`src/rtl/sel_encode_pkg.sv`:
```
// Shared defaults and the register-index width helper for the select/encode block.
package sel_encode_pkg;
    localparam int NREG_DEF   = 16;
    localparam int DATA_W_DEF = 32;
    localparam int IMM_W_DEF  = 18;
    localparam int RA_LSB_DEF = 23;
    localparam int RB_LSB_DEF = 19;
    localparam int RC_LSB_DEF = 15;

    function automatic int idx_w(input int n);
        return (n <= 2) ? 1 : $clog2(n);
    endfunction
endpackage

```
`src/rtl/reg_scoreboard.sv`:
```
// Pending-write scoreboard: one busy bit per register, set wins over clear on the same index.
module reg_scoreboard
    import sel_encode_pkg::*;
#(
    parameter int NREG = NREG_DEF,
    parameter int IW   = idx_w(NREG)
) (
    input  logic            clk,
    input  logic            rst_n,
    input  logic            set_en,
    input  logic [IW-1:0]   set_idx,
    input  logic            clr_en,
    input  logic [IW-1:0]   clr_idx,
    output logic [NREG-1:0] busy
);
    for (genvar i = 0; i < NREG; i++) begin : g_bit
        always_ff @(posedge clk or negedge rst_n) begin
            if (!rst_n)
                busy[i] <= 1'b0;
            else if (set_en && set_idx == IW'(i))
                busy[i] <= 1'b1;
            else if (clr_en && clr_idx == IW'(i))
                busy[i] <= 1'b0;
        end
    end
endmodule

```
`src/rtl/sel_encode_sb.sv`:
```
// Register-field select/encode with a pending-write scoreboard that blocks reads of busy registers.
module sel_encode_sb
    import sel_encode_pkg::*;
#(
    parameter int NREG   = NREG_DEF,
    parameter int DATA_W = DATA_W_DEF,
    parameter int IMM_W  = IMM_W_DEF,
    parameter int RA_LSB = RA_LSB_DEF,
    parameter int RB_LSB = RB_LSB_DEF,
    parameter int RC_LSB = RC_LSB_DEF
) (
    input  logic                     clk,
    input  logic                     rst_n,
    input  logic                     ir_load,
    input  logic [DATA_W-1:0]        ir_in,
    input  logic                     gra,
    input  logic                     grb,
    input  logic                     grc,
    input  logic                     rin,
    input  logic                     rout,
    input  logic                     baout,
    input  logic                     wb_issue,
    input  logic                     wb_done,
    input  logic [idx_w(NREG)-1:0]   wb_idx,
    output logic [NREG-1:0]          reg_in,
    output logic [NREG-1:0]          reg_out,
    output logic                     zero_out,
    output logic [DATA_W-1:0]        c_sign_extended,
    output logic                     hazard,
    output logic [NREG-1:0]          busy
);
    localparam int IW = idx_w(NREG);

    logic [DATA_W-1:0] ir;
    logic [IW-1:0]     sel;
    logic [NREG-1:0]   onehot;
    logic              strobe, zero_case, rd_en, hz;

    assign strobe = gra | grb | grc;
    assign sel    = gra ? ir[RA_LSB +: IW] :
                    grb ? ir[RB_LSB +: IW] : ir[RC_LSB +: IW];
    assign onehot = {{(NREG-1){1'b0}}, 1'b1} << sel;

    // baout on R0 means "constant zero", which never touches the register file
    assign zero_case = strobe & baout & (sel == '0);
    assign rd_en     = strobe & (rout | baout) & ~zero_case;
    assign hz        = rd_en & busy[sel];

    always_ff @(posedge clk or negedge rst_n) begin
        if (!rst_n) begin
            ir              <= '0;
            reg_in          <= '0;
            reg_out         <= '0;
            zero_out        <= 1'b0;
            c_sign_extended <= '0;
            hazard          <= 1'b0;
        end else begin
            if (ir_load) begin
                ir              <= ir_in;
                c_sign_extended <= {{(DATA_W-IMM_W){ir_in[IMM_W-1]}}, ir_in[IMM_W-1:0]};
            end
            reg_in   <= (strobe & rin) ? onehot : '0;
            reg_out  <= (rd_en & ~hz) ? onehot : '0;
            zero_out <= zero_case;
            hazard   <= hz;
        end
    end

    reg_scoreboard #(.NREG(NREG), .IW(IW)) u_sb (
        .clk     (clk),
        .rst_n   (rst_n),
        .set_en  (wb_issue & strobe),
        .set_idx (sel),
        .clr_en  (wb_done),
        .clr_idx (wb_idx),
        .busy    (busy)
    );
endmodule
```
`config.mk`:
```
export PLATFORM = sky130hd
export DESIGN_NAME = sel_encode_sb
export DESIGN_NICKNAME = d
export VERILOG_FILES = /design/src/rtl/sel_encode_pkg.sv /design/src/rtl/reg_scoreboard.sv /design/src/rtl/sel_encode_sb.sv
export SDC_FILE = /design/constraint.sdc
export NUM_CORES = 1
export LEC_CHECK = 0
export ABC_CLOCK_PERIOD_IN_PS = 1800
export CELL_PAD_IN_SITES_DETAIL_PLACEMENT = 0
export CELL_PAD_IN_SITES_GLOBAL_PLACEMENT = 1
export CORE_MARGIN = 2
export CORE_UTILIZATION = 31
export DETAILED_ROUTE_END_ITERATION = 8
export PLACE_DENSITY = 0.79
export SYNTH_ARGS = -nofsm -noshare
export SYNTH_HDL_FRONTEND = slang
export SYNTH_SLANG_ARGS = --single-unit
```
`constraint.sdc`:
```
create_clock -name clk -period 1.8 [get_ports clk]
set_clock_uncertainty 0.15 [all_clocks]
set_input_delay 0.18 -clock clk [delete_from_list [all_inputs] [get_ports clk]]
set_output_delay 0.18 -clock clk [all_outputs]
set_load 0.02 [all_outputs]
```
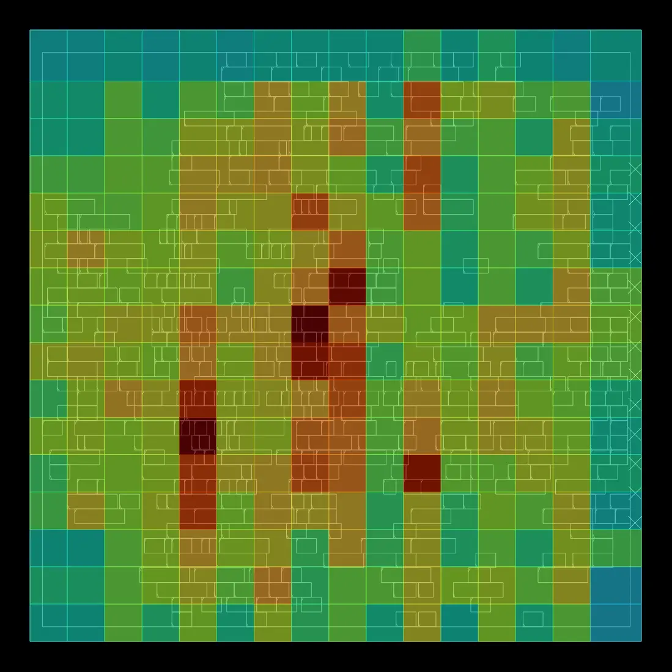
*Track usage over the die*
average detailed-routed wire length per instance: 17.5 µm
busiest layer in global routing: met2

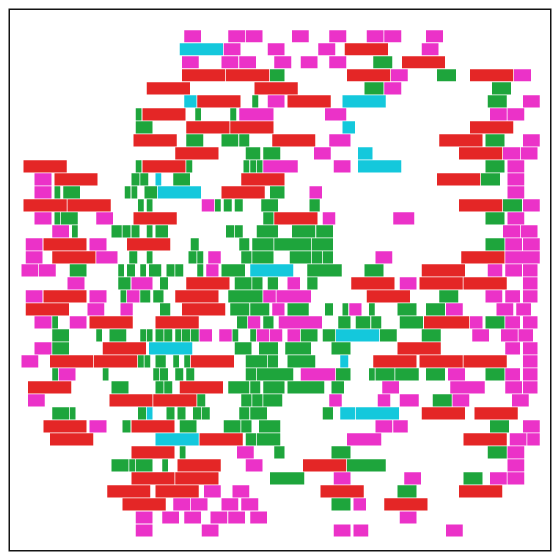
*Cell classes on the final placement*
| color | class | cells |
|---|---|---|
| green | combinational and other logic | 197 |
| magenta | remaining buffers and delay cells | 154 |
| red | sequential cells | 77 |
| cyan | clock drivers and dummy loads | 16 |

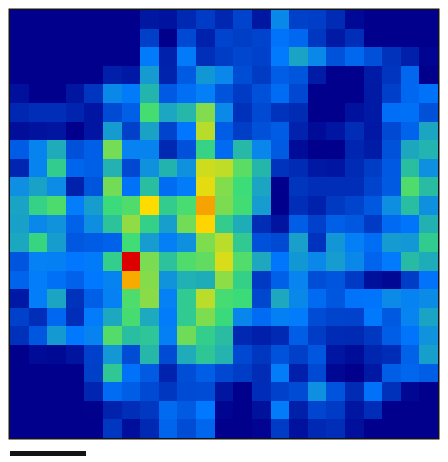
*Signal metal coverage by tile*
The bar under the picture is 20 µm long. 23 x 23 tiles, from dark blue (low) to red (high), scaled to the fullest tile. Values are wire area over tile area, all layers added.
fullest tile: 0.64
mean over tiles: 0.13
densest ninth of the die: middle
emptiest ninth of the die: top left
nearly empty tiles: 17%
total number of vias: 2894
overall global routing resource usage: 16.5%

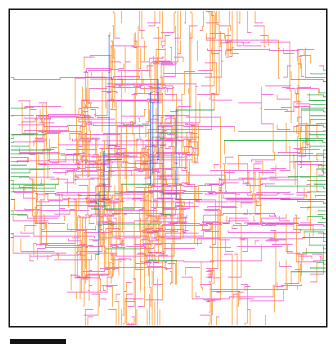
*Routed metal, one color a layer*
The bar under the picture is 20 µm long.
| color | layer | wire length |
|---|---|---|
| blue | metal 4 | 245 µm |
| green | metal 3 | 768 µm |
| orange | metal 2 | 4810 µm |
| magenta | metal 1 | 4450 µm |
total length of routed wires: 10300 µm

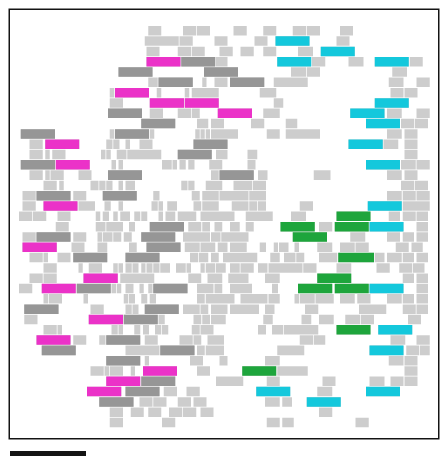
*Sequential cells grouped by signal name*
The bar under the picture is 20 µm long. Other sequential cells in the stronger gray, the rest of the logic in the fainter gray.
| color | signal | flops |
|---|---|---|
| green | ir | 10 |
| cyan | c_sign_extended | 17 |
| magenta | reg_out | 16 |
not colored: 34

==> metrics.json <==
{
  "outcome": {
    "result_of_the_run": "finished with violations",
    "violations": "DRC, setup timing"
  },
  "final_timing": {
    "holdWs_ps": 125,
    "finalCriticalPeriod_ps": 1930,
    "setup_violations": 18,
    "max_freq_mhz": 519,
    "timing.setup.tns_ps": -1340,
    "slew_headroom_pct": 68.5,
    "fin_ws_ps": -126,
    "setup_repair_after_global_routing_missed_its_margin": "true"
  },
  "global_routing": {
    "grt_max_degree": 36,
    "first_global_vias": 3003,
    "gr-usage-met1_pct": 21.8,
    "antenna_violations_before_repair": 0,
    "gr-usage-met3_pct": 4.28
  },
  "clock_network": {
    "clock_latency_ps": 340,
    "clock_path_buffers": 2,
    "cts_root_buf": "sky130_fd_sc_hd__clkbuf_16",
    "cts_resized": 29,
    "numCtsBuffers": 9,
    "cts_tree": "yes"
  },
  "finish": {
    "area.combinational_um2": 1570,
    "post_route_cells_drive_above_1_share_pct": 29.1,
    "fillCellCount": 1059,
    "inverters": 1,
    "final-clk-cell-share_pct": 4.90,
    "layout.clock_buffers": 11,
    "most_instantiated_logic_cell_after_routing": "sky130_fd_sc_hd__clkdlybuf4s50_1",
    "area.share.sequential_pct": 35.0,
    "layout.nonclk_buf_share_pct": 28.4,
    "register_area_um2": 1930,
    "max_area_cell_class": "registers",
    "finish.utilization_pct": 47.9,
    "layout.sequential_cells": 77
  },
  "die": {
    "coreArea_um2": 11500,
    "io_pins": 129,
    "fp.dieW_um": 113,
    "fp_util_pct": 31.9,
    "tapCellCount": 143,
    "core.rowCount": 39,
    "die_area_um2": 12800
  },
  "setup_path": {
    "crit_required_ps": 1920,
    "critical_path.endpoint": "reg_out[8]",
    "critPathArrivalTime_ps": 2040,
    "worst_path_max_delay_cell": "sky130_fd_sc_hd__dfrtp_1",
    "worst-setup-path-type": "register to register",
    "worstPathCellList": "mux2i_4 -> clkbuf_16 -> o22ai_4 -> o211ai_2 -> nand4_4 -> nor3_2",
    "reg2reg_slack_ps": -130,
    "rr_startpoint": "c_sign_extended[15]",
    "critical-path-top-delay-family": "simple AND/OR/NAND/NOR gates",
    "critical_path_peak_fanout": 8,
    "r2r_cells": 6,
    "timing.critical_path.from_type": "register"
  },
  "placement": {
    "place_inst": 569,
    "placement.setup.worst_slack_ps": -529,
    "port-buffer-count": 123,
    "place_hpwl_um": 7270,
    "cell_area_after_placement_um2": 5090
  },
  "logic_synthesis": {
    "ys_warn_count": 0,
    "synth.cell_area_um2": 3680,
    "synth.yosys.num_cells": 318,
    "common_cells": "sky130_fd_sc_hd__dfrtp_1, sky130_fd_sc_hd__buf_4, sky130_fd_sc_hd__mux2_2, sky130_fd_sc_hd__nand2_1, sky130_fd_sc_hd__nor2_1",
    "ys_types": 33,
    "yosys.area_share.simple_pct": 15.4,
    "average_instance_area_after_synthesis_um2": 11.6,
    "edf_count": 0,
    "mux_area_share_pct": 12.8,
    "ys_sh_xor_pct": 0,
    "top_area_cell": "sky130_fd_sc_hd__dfrtp_1",
    "synthAdderAreaFrac_pct": 0,
    "yosys-top-cells-area": "sky130_fd_sc_hd__dfrtp_1, sky130_fd_sc_hd__mux2_2, sky130_fd_sc_hd__buf_4"
  },
  "pwr": {
    "static-leakage-power_uw": 0.00234,
    "pwr_density_cell_nw_per_um2": 1060,
    "power_switching_uw": 2020,
    "sequentialPowerShare_pct": 37.7,
    "internal_power_uw": 3850,
    "p_comb_share_pct": 34.0,
    "power.largest_group": "sequential cells"
  },
  "detailed_routing": {
    "drc_errors": 13,
    "dr_wl_met3_um": 768,
    "met2_wirelength_um": 4810,
    "wl_met1_um": 4450,
    "drt-initial-drc-count": 140
  },
  "job": {
    "cap_violations": 0,
    "warning_count": 33
  }
}
Power and IR drop assume default switching activity.
